## src/rtl/cpu_run_ctrl.sv

```systemverilog
// Run controller for the processor top.
// Generates a staged, synchronously released reset for the core sub-blocks.
// Drives a registered clock enable with free-run, halt and single-step modes.
// Counts enabled cycles and stops permanently on a halt instruction or when the
// cycle budget runs out.
module cpu_run_ctrl #(
  parameter int unsigned N_RST     = 3,
  parameter int unsigned STAGE_DLY = 2,
  parameter int unsigned CYC_W     = 32,
  parameter int unsigned MAX_CYC   = 0
) (
  input  logic             clk,
  input  logic             rst,
  input  logic             run_mode,
  input  logic             run_req,
  input  logic             halt_req,
  input  logic             step_req,
  input  logic             halt_instr,
  output logic [N_RST-1:0] rst_out,
  output logic             cpu_en,
  output logic [CYC_W-1:0] cycle_cnt,
  output logic [2:0]       state,
  output logic             done,
  output logic             timeout
);

  localparam int unsigned    SeqMax  = N_RST * STAGE_DLY;
  localparam int unsigned    SeqW    = $clog2(SeqMax + 1);
  localparam logic [SeqW-1:0] SeqEnd = SeqW'(SeqMax);
  // Only used when MAX_CYC is non-zero.
  localparam logic [CYC_W-1:0] CycLast = CYC_W'(MAX_CYC - 1);
  localparam logic [CYC_W-1:0] CycSat  = '1;

  localparam logic [2:0] StSeq  = 3'd0;
  localparam logic [2:0] StHalt = 3'd1;
  localparam logic [2:0] StRun  = 3'd2;
  localparam logic [2:0] StStep = 3'd3;
  localparam logic [2:0] StDone = 3'd4;

  logic [1:0]       sync_q;
  logic [SeqW-1:0]  seq_cnt_q, seq_cnt_d;
  logic [N_RST-1:0] rst_out_q, rst_out_d;
  logic [2:0]       state_q, state_d;
  logic             cpu_en_q, cpu_en_d;
  logic [CYC_W-1:0] cnt_q, cnt_d;
  logic             done_q, done_d;
  logic             timeout_q, timeout_d;
  logic             seq_last;

  // Two-flop release synchroniser; cleared asynchronously.
  always_ff @(posedge clk or negedge rst) begin
    if (!rst) begin
      sync_q <= 2'b00;
    end else begin
      sync_q <= {sync_q[0], 1'b1};
    end
  end

  // Saturating sequence counter and staged reset outputs derived from it.
  always_comb begin
    seq_cnt_d = seq_cnt_q;
    if (sync_q[1] && (seq_cnt_q != SeqEnd)) begin
      seq_cnt_d = seq_cnt_q + SeqW'(1);
    end
    rst_out_d = '0;
    for (int unsigned i = 0; i < N_RST; i++) begin
      rst_out_d[i] = (seq_cnt_d < SeqW'((i + 1) * STAGE_DLY));
    end
    seq_last = (seq_cnt_d == SeqEnd);
  end

  // Run-state next-state logic, enabled-cycle counting and stop detection.
  always_comb begin
    state_d   = state_q;
    cpu_en_d  = cpu_en_q;
    cnt_d     = cnt_q;
    done_d    = done_q;
    timeout_d = timeout_q;
    case (state_q)
      StSeq: begin
        // Leaves on the edge where the last reset stage falls.
        if (seq_last) begin
          state_d  = run_mode ? StRun : StHalt;
          cpu_en_d = run_mode;
        end
      end
      StHalt: begin
        cpu_en_d = 1'b0;
        if (!halt_req) begin
          if (run_req) begin
            state_d  = StRun;
            cpu_en_d = 1'b1;
          end else if (step_req) begin
            state_d  = StStep;
            cpu_en_d = 1'b1;
          end
        end
      end
      StRun, StStep: begin
        cnt_d = (cnt_q == CycSat) ? cnt_q : cnt_q + CYC_W'(1);
        // Stop conditions outrank halt_req; halt_instr outranks the budget.
        if (halt_instr) begin
          state_d  = StDone;
          cpu_en_d = 1'b0;
          done_d   = 1'b1;
        end else if ((MAX_CYC != 0) && (cnt_q == CycLast)) begin
          state_d   = StDone;
          cpu_en_d  = 1'b0;
          done_d    = 1'b1;
          timeout_d = 1'b1;
        end else if ((state_q == StStep) || halt_req) begin
          state_d  = StHalt;
          cpu_en_d = 1'b0;
        end
      end
      StDone: begin
        cpu_en_d = 1'b0;
      end
      default: begin
        state_d  = StHalt;
        cpu_en_d = 1'b0;
      end
    endcase
  end

  // State registers; reset applies asynchronously in every state.
  always_ff @(posedge clk or negedge rst) begin
    if (!rst) begin
      seq_cnt_q <= '0;
      rst_out_q <= '1;
      state_q   <= StSeq;
      cpu_en_q  <= 1'b0;
      cnt_q     <= '0;
      done_q    <= 1'b0;
      timeout_q <= 1'b0;
    end else begin
      seq_cnt_q <= seq_cnt_d;
      rst_out_q <= rst_out_d;
      state_q   <= state_d;
      cpu_en_q  <= cpu_en_d;
      cnt_q     <= cnt_d;
      done_q    <= done_d;
      timeout_q <= timeout_d;
    end
  end

  assign rst_out   = rst_out_q;
  assign cpu_en    = cpu_en_q;
  assign cycle_cnt = cnt_q;
  assign state     = state_q;
  assign done      = done_q;
  assign timeout   = timeout_q;

endmodule

```

## config.mk

```make
export PLATFORM = sky130hd
export DESIGN_NAME = cpu_run_ctrl
export DESIGN_NICKNAME = d
export VERILOG_FILES = /design/src/rtl/cpu_run_ctrl.sv
export SDC_FILE = /design/constraint.sdc
export NUM_CORES = 1
export LEC_CHECK = 0
export ABC_AREA = 1
export CORE_ASPECT_RATIO = 1.4
export CORE_MARGIN = 2
export CORE_UTILIZATION = 55
export CTS_CLUSTER_SIZE = 8
export DETAILED_ROUTE_END_ITERATION = 6
export PLACE_DENSITY = 0.82
export SETUP_SLACK_MARGIN = 0.15
export SYNTH_ARGS = -nofsm -noshare
export SYNTH_HDL_FRONTEND = slang
export SYNTH_SLANG_ARGS = --single-unit
```

## constraint.sdc

```tcl
create_clock -name clk -period 4.2 [get_ports clk]
set_clock_uncertainty 0.1 [all_clocks]
set_input_delay 0.42 -clock clk [delete_from_list [all_inputs] [get_ports clk]]
set_output_delay 0.42 -clock clk [all_outputs]
set_load 0.02 [all_outputs]
```

Wires at chosen ports, followed through buffers:
Drawn at 3 px/µm.
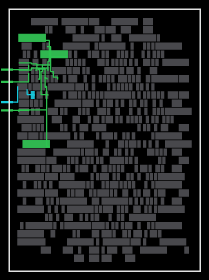
cyan -> step_req  # bits 1, direction input, edge left, end cells 1, buffers 1, wire 11.7 µm
green -> state  # bits 3, direction output, edge left, end cells 3, buffers 3, wire 136 µm

Cell placement:
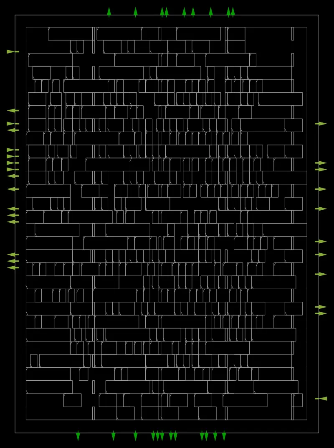
flip-flops: 45
Site Rows: 30
Seq area share: 0.347
post-route insts no fill: 503
core area: 0.00477 mm²

Cell density map:
Drawn at 4 px/µm. 6 x 9 tiles, from dark blue (low) to red (high), 0 to 100% covered.
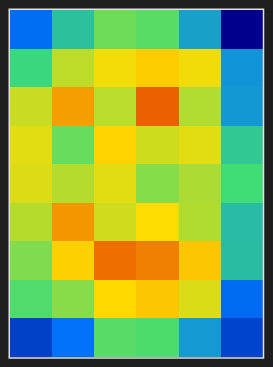
nearly empty tiles = 1.9%
fullest tile = 89%
mean over tiles = 58%
tiles over 75% full = 20%

==> flow_metrics.tcl <==
# place-and-route summary
set metrics [dict create \
    cts-root-buf "clkbuf_8" \
    relSlewSlack 0.348 \
    postRouteAntennaNets 0 \
    top_level_ports 48 \
    start_kind "flip-flop" \
    wl_um 6220 \
    wire_per_inst_um 12.4 \
    cts-buffers-inserted 5 \
    synth_flops 45 \
    ys_area_mm2 0.00270 \
    ys_async_sr_fraction 1.00 \
    grt_max_degree 46 \
    fp_nets 402 \
    drv_slew 0 \
    die_area_mm2 0.00548 \
    edf_count 0 \
    die_w_um 63.2 \
    worstPathArrival_ns 2.37 \
    ys_cells 392 \
    status "finished, final reports clean" \
    layout-drive-gt1-share 0.0524 \
    dp_slack_ns 1.98 \
    rsz0062_at_grt "false" \
    ys_seq_frac 0.419 \
    detail_route.iter0.violations 214 \
    period_minus_slack_ns 2.26 \
    worstSetupEndpointType "flip-flop" \
    die_h_um 86.8 \
    ctsHoldBuffers 0 \
    layout_worst_path_cycle_share 0.539 \
    cts_tree "done" \
]
Cell classes on the final placement:
Drawn at 4 px/µm.
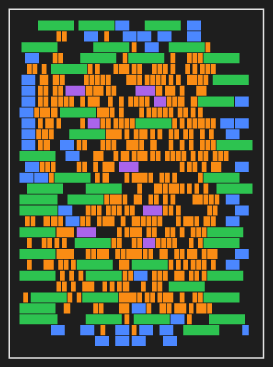
green -> sequential cells  # cells 45
purple -> clock drivers and dummy loads  # cells 8
orange -> remaining logic cells  # cells 340
blue -> remaining buffers and delay cells  # cells 46

Signal wires on met1:
Drawn at 6 px/µm. Supply wires on this layer in gray. Cells faint in the background.
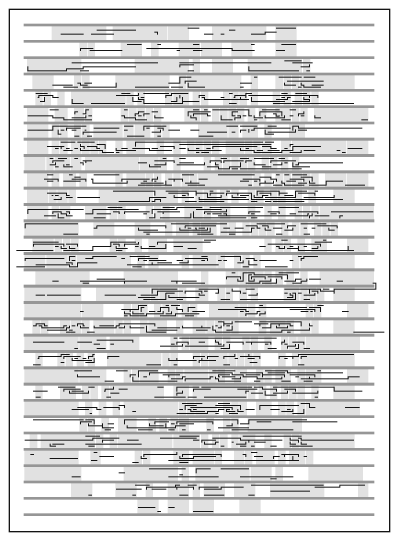
main direction = horizontal
share of all routed wire = 39%
wire length on this layer = 2430 µm

==> per-layer routing <==
| metal | up-vias | global-route usage | routed length, µm |
|---|---|---|---|
| li1 | 1294 | - | - |
| met1 | 1173 | 0.268 | 2430 |
| met2 | 86 | 0.447 | 3250 |
| met3 | 16 | 0.0403 | 358 |
| met4 | 0 | 0.119 | 187 |
| met5 | - | 0 | 0 |
==> flip-flops by register name, indices dropped and copies added (netlist names) <==
name and count:
cpu_en 1, rst_out 3, cycle_cnt 32, sync_q 2, seq_cnt_q 3, state 3
done 1
==> cell usage after synthesis (3+ instances only) <==
master    count  share of area
buf_6         5          0.021
o21ai_0       8          0.015
nor2_2        3         0.0070
nor2_1       59          0.082
nand3b_1     20          0.056
nand2_1     191           0.27
xor2_1        8          0.026
dfrtp_1      42           0.39
ha_1          3          0.014
dfstp_2       3          0.029
inv_1        23          0.032
nand3_1       6          0.011
==> cell families after synthesis <==
| logic type | after synthesis | share of synthesized area |
|---|---|---|
| other | 2 | 0.00279 |
| buffers and inverters | 32 | 0.0604 |
| AOI/OAI and AO/OA | 13 | 0.0251 |
| DFF | 45 | 0.419 |
| adders and majority gates | 3 | 0.0139 |
| and+or+nand+nor | 287 | 0.446 |
| xor gates and xnor gates | 10 | 0.0325 |
==> final cells by class <==
class / instances / area share
clock inverter: 3 / 0.00807
clock buffer: 5 / 0.0211
inverter: 25 / 0.0288
sequential: 45 / 0.347
tap: 64 / 0.0246
timing repair buffer: 46 / 0.140
multi-input combinational: 315 / 0.431
==> through the flow <==
| step | utilization | hold slack [ns] | total power, µW | cell area, µm² |
|---|---|---|---|---|
| final | 0.683 | 0.164 | 1310 | 3260 |
| after global routing | 0.683 | 0.266 | 1390 | 3260 |
| after CTS | 0.683 | 0.204 | 1320 | 3260 |
| after detailed placement | 0.663 | 0.244 | 1030 | 3160 |
| after global placement | 0.663 | 0.239 | 1020 | 3160 |
| after floorplan | - | 0.0244 | 890 | 2700 |
==> power by group <==
part / switching, µW / internal (µW) / total (µW)
Clock: 166 / 124 / 290
Combinational: 285 / 169 / 454
Sequential: 60.4 / 505 / 566
==> critical path: stages, from the launching register on <==
cell	delay, ns
dfrtp_1	0.45
ha_1	0.25
inv_2	0.07
nor2_4	0.14
nand2_2	0.10
nor2_4	0.14
nand2_2	0.08
nand2_4	0.26
inv_2	0.31
nand3b_1	0.19
nand2_1	0.06
==> final timing paths <==
kind	from	to	slack [ns]	cells after the start
worst max register to register	cycle_cnt[0]	cycle_cnt[24]	1.94	10
min in group clk	sync_q[0]	sync_q[1]	0.26	0
worst max-delay path	cycle_cnt[0]	cycle_cnt[24]	1.94	10
max in group asynchronous	rst	state[2]	3.24	1
worst min register to register	sync_q[0]	sync_q[1]	0.26	0
worst min-delay path	rst	cycle_cnt[3]	0.16	1
No activity file was given, so power comes from the tool's default toggle rates.
